Design timer_ctrl, sky130hd; sources not shown.
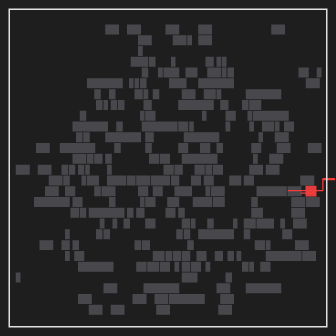
**Above:** run 1 (wires at chosen ports, followed through buffers).
| port | color | bits | direction | edge | end cells | buffers | wire |
|---|---|---|---|---|---|---|---|
| load | red | 1 | input | right | 1 | 1 | 15.6 µm |
port bufs: 40
IO Pins: 42

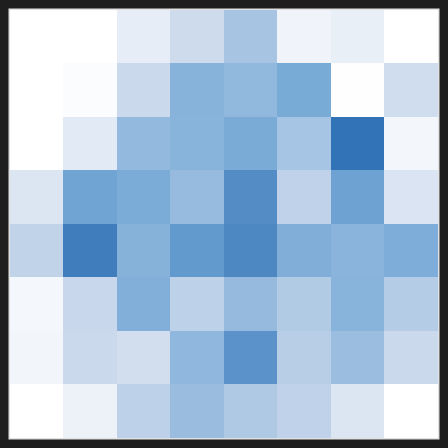
**Above:** run 1 (placement density heat map).
The die is cut into 8 by 8 equal tiles; white is low, dark blue is high, 0 to 100% covered.
mean over tiles: 30%
fullest tile: 74%
emptiest ninth of the die: upper left
Core ar.: 0.00568 mm²
final core utilization: 35.0%

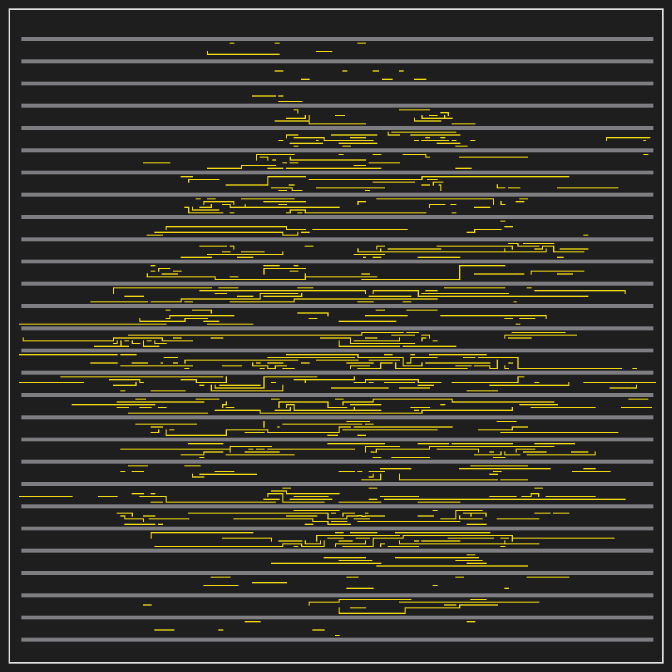
**Above:** run 1 (M1 wires).
Supply wires on this layer in gray.
main direction: horizontal
share of all routed wire: 48%
wire length on this layer: 2260 µm
nets with wire on the layer: 218
longest straight run: 29.4 µm
met1 Usage GRT: 21.1%
via count: 1482
DRT Wirelength: 4730 µm

==> impl_metrics.py, run 1 <==
# Generated from Yosys and OpenROAD reports
metrics = {
    "sta": {
        "fin_ws_ns": 0.224,
        "fmax_mhz": 470,
        "tns_ns": 0,
        "rsz0062_at_grt": "false",
        "post-route-period-util_pct": 90.5,
    },
    "cts": {
        "clk_pin_slew_ns": 0.08,
        "clkSinkCount": 19,
        "postCtsHoldBufs": 0,
        "post_cts_resize_count": 0,
        "root_buffer": "clkbuf_8",
    },
    "synth": {
        "topCellsByArea": "dfrtp_1 34%, o21ai_0 7.6%, a21oi_1 6.5%",
        "ys_cells": 173,
        "yosysWarnings": 0,
        "ys_area_mm2": 0.00139,
        "yosysTopAreaCellShare_pct": 34.2,
        "synth_cell_type_count": 49,
        "synthesis.area_mm2": 0.00139,
        "syn-mean-instance-area_um2": 8.03,
        "synth_seq_share_pct": 34.2,
        "top_area_cell": "dfrtp_1",
        "ff_type": "dfrtp_1",
        "fp_nets": 199,
    },
    "run_status": {
        "status": "finished clean",
    },
    "critical_path": {
        "crit_fanout": 5,
        "end_kind": "flip-flop",
        "r2r_setup_slack_ns": 0.22,
        "crit_arrival_ns": 2.33,
    },
    "cells_and_area": {
        "nFillCells": 611,
        "areaGrowthSynthToFinish_pct": 42.9,
        "num_antenna_cells": 0,
        "post-route-cell-area_mm2": 0.00198,
        "drive_above_1_share_pct": 12.2,
        "ff_latch_area_um2": 475,
    },
    "placed_design": {
        "pre_cts_ws_ns": 0.0387,
    },
    "power": {
        "p_leak_nw": 0.814,
        "pwr_density_cell_mw_per_mm2": 579,
        "power_frac_clock_pct": 21.4,
        "switching_share_pct": 36.8,
        "share_comb_of_total_power_pct": 43.4,
    },
    "worst_hold_path": {
        "min_path_type": "in2async",
    },
    "die": {
        "row_count": 27,
        "fp_util_pct": 24.5,
        "die-area_mm2": 0.00635,
    },
    "grt": {
        "grt_max_degree": 24,
    },
    "detailed_routing": {
        "avgRoutedWirePerCell_um": 16.1,
        "vias_per_cell": 5.06,
        "drcViolationCount": 0,
        "ant_nets": 0,
    },
    "job": {
        "max_cap_violations": 0,
    },
}
run 1: cells in the mapped netlist (all sizes together), types with 2 or more instances:
cell type	instances
o22ai	2
a22oi	2
buf	6
a31oi	2
nand2b	3
a22o	2
nor4	4
dfrtp	19
a21oi	18
nor4b	2
nor2	15
nand2	12
mux2i	2
or2	2
and2	2
nor3	4
nand4	2
inv	11
or3	2
o21ai	21
nand3	2
nor3b	5
clkbuf	5
and4	3
ha	3
o31ai	6
run 1: power by group through the flow:
stage	clock (mW)	combinational, mW	sequential (mW)
6_report	0.245	0.498	0.405
5_1_grt	0.265	0.552	0.412
4_1_cts	0.248	0.499	0.405
3_5_place_dp	0	0.496	0.412
3_3_place_gp	0	0.499	0.412
2_1_floorplan	0	0.258	0.419
run 1: cells in the final DEF, fill, tap and decap left out, types with 2 or more instances in the layout:
cell type        netlist  layout
nor3_1                 4       4
a22oi_1                2       2
nor4b_1                2       2
and2_1                 2       2
nand3_1                2       2
a21oi_1               18      18
nand4_1                2       2
inv_1                 10      10
o31ai_1                6       6
nor2_1                15      15
a22o_1                 2       2
ha_1                   3       3
and4_1                 2       2
nand2_1               12      12
clkdlybuf4s50_1        0      40
clkbuf_8               0       3
nor3b_1                5       4
dfrtp_1               19      19
nand2b_1               3       3
nor4_1                 3       3
a31oi_1                2       2
o22ai_1                2       2
buf_4                  1      15
o21ai_0               21      21
mux2i_1                2       2
run 1: stage by stage:
stage	cells	total power, mW	utilization [%]	hold slack [ns]
after floorplan	173	0.677	-	0.421
after global placement	289	0.911	34.1	0.543
after detailed placement	289	0.908	34.1	0.558
after CTS	293	1.15	34.9	0.556
after global routing	293	1.23	35.0	0.596
final	293	1.15	35.0	0.536
run 1: metal layers:
metal | vias to the layer above | wire, µm | GRT usage, %
met1 | 709 | 2260 | 21.1
met3 | 2 | 278 | 4.00
met5 | - | 0 | 0
met2 | 39 | 2170 | 25.6
li1 | 732 | - | -
met4 | 0 | 23 | 3.27
run 1: cells by family after synthesis:
family | after synthesis | synth area share, %
adders and majority gates | 3 | 2.70
muxes | 3 | 2.25
other | 1 | 0.270
AOI/OAI and AO/OA | 63 | 27.5
DFF | 19 | 34.2
and+or+nand+nor | 62 | 25.9
buffers and inverters | 22 | 7.12
run 1: critical path: stages (launching register included):
cell and delay [ns]:
dfrtp_1 0.38, inv_1 0.11, ha_1 0.26, or3b_2 0.49, o31ai_1 0.25, nand4_1 0.13, nor3b_1 0.25, a41o_1 0.20
run 1: area by class of cell:
cell class                      count  area share [%]
Multi-Input combinational cell    132            41.3
Timing Repair Buffer               55            25.9
Sequential cell                    19            24.0
Tap cell                           72            4.54
Clock buffer                        4            2.27
Inverter                           11            2.08
==> run 2, diff against run 1 <==
--- a/config.mk
+++ b/config.mk
@@ -10,6 +10,7 @@
 export DETAILED_ROUTE_END_ITERATION = 10
 export HOLD_SLACK_MARGIN = 0.15
 export PLACE_DENSITY = 0.45
+export SKIP_CTS_REPAIR_TIMING = 1
 export SYNTH_ARGS = -nofsm -noshare
 export SYNTH_HDL_FRONTEND = slang
 export SYNTH_SLANG_ARGS = --single-unit
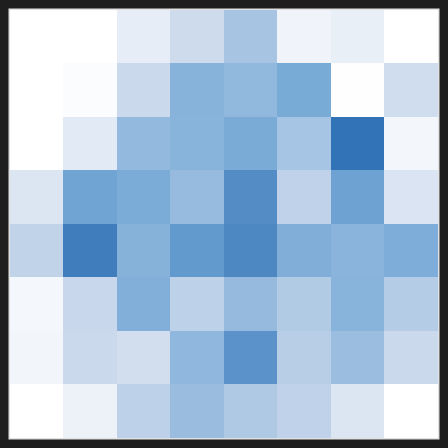
**Above:** run 2 (placement density heat map).
The die is cut into 8 by 8 equal tiles; white is low, dark blue is high, 0 to 100% covered.
fullest tile: 74%
densest ninth of the die: center
nearly empty tiles: 14%
Core Util at FP: 24.5%

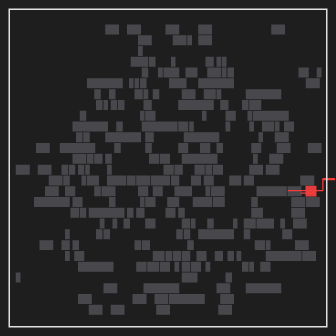
**Above:** run 2 (wires at chosen ports, followed through buffers).
| port | color | bits | direction | edge | end cells | buffers | wire |
|---|---|---|---|---|---|---|---|
| load | red | 1 | input | right | 1 | 1 | 15.6 µm |

==> impl_metrics.py, run 2 <==
# Generated from Yosys and OpenROAD reports
metrics = {
    "cells_and_area": {
        "num_antenna_cells": 0,
        "ff_latch_area_um2": 475,
        "drive_above_1_share_pct": 12.2,
    },
    "sta": {
        "hold-worst-slack_ns": 0.536,
        "fmax_mhz": 470,
    },
    "synth": {
        "synth_seq_share_pct": 34.2,
        "ys_cells": 173,
        "fp_nets": 199,
        "synthesis.area_mm2": 0.00139,
        "yosysWarnings": 0,
        "syn-mean-instance-area_um2": 8.03,
        "ff_type": "dfrtp_1",
    },
    "detailed_routing": {
        "wirelength_met1_um": 2260,
        "route.met3.wl_um": 278,
        "ant_nets": 0,
        "vias_per_cell": 5.06,
    },
    "worst_hold_path": {
        "min_path_type": "in2async",
    },
    "cts": {
        "clkSinkCount": 19,
        "clk_pin_slew_ns": 0.08,
    },
    "placed_design": {
        "pre_cts_ws_ns": 0.0387,
    },
    "grt": {
        "grt_max_degree": 24,
    },
    "critical_path": {
        "end_kind": "flip-flop",
    },
    "run_status": {
        "status": "finished clean",
    },
    "power": {
        "pwr_density_cell_mw_per_mm2": 579,
    },
}
[run 2: cell counts in the layout (fill, tap and decap cells not counted)]
No cell type changed its count.
[run 2: cell families after synthesis]
group	count (synthesis)	share of synthesized area (%)
AND/OR/NAND/NOR	62	25.9
flip-flops	19	34.2
buffers and inverters	22	7.12
adder cells (fa/ha/maj)	3	2.70
AND-OR/OR-AND	63	27.5
other	1	0.270
multiplexers	3	2.25
[run 2: metal layers]
| layer | vias up | track usage, % |
|---|---|---|
| li1 | 732 | - |
| met1 | 709 | 21.1 |
| met2 | 39 | 25.6 |
| met3 | 2 | 4.00 |
| met4 | 0 | 3.27 |
| met5 | - | 0 |
[run 2: final cells by class]
cell class / count / share of cell area, %
Multi-Input combinational cell: 132 / 41.3
Timing Repair Buffer: 55 / 25.9
Sequential cell: 19 / 24.0
Tap cell: 72 / 4.54
Clock buffer: 4 / 2.27
Inverter: 11 / 2.08
[run 2: stage by stage]
step           area [µm²]  std cells
5_1_grt              1980        293
4_1_cts              1980        293
3_5_place_dp         1930        289
3_3_place_gp         1930        289
6_report             1980        293
2_1_floorplan        1390        173
[run 2: power by group]
part	leakage (nW)	switching, mW	internal (mW)	total [mW]
clock	0.0228	0.124	0.121	0.245
combinational	0.541	0.255	0.243	0.498
sequential	0.250	0.0434	0.362	0.405
total	0.814	0.422	0.726	1.15
[run 2: worst max-delay path: cells and delay by family (launching register included)]
kind,cells,cell delay (ns)
AOI/OAI and AO/OA,2,0.45
adders and majority gates,1,0.26
buffers and inverters,1,0.11
DFF,1,0.38
and+or+nand+nor,3,0.87
Power figures rest on the tool's default switching activity, not on a simulated workload.
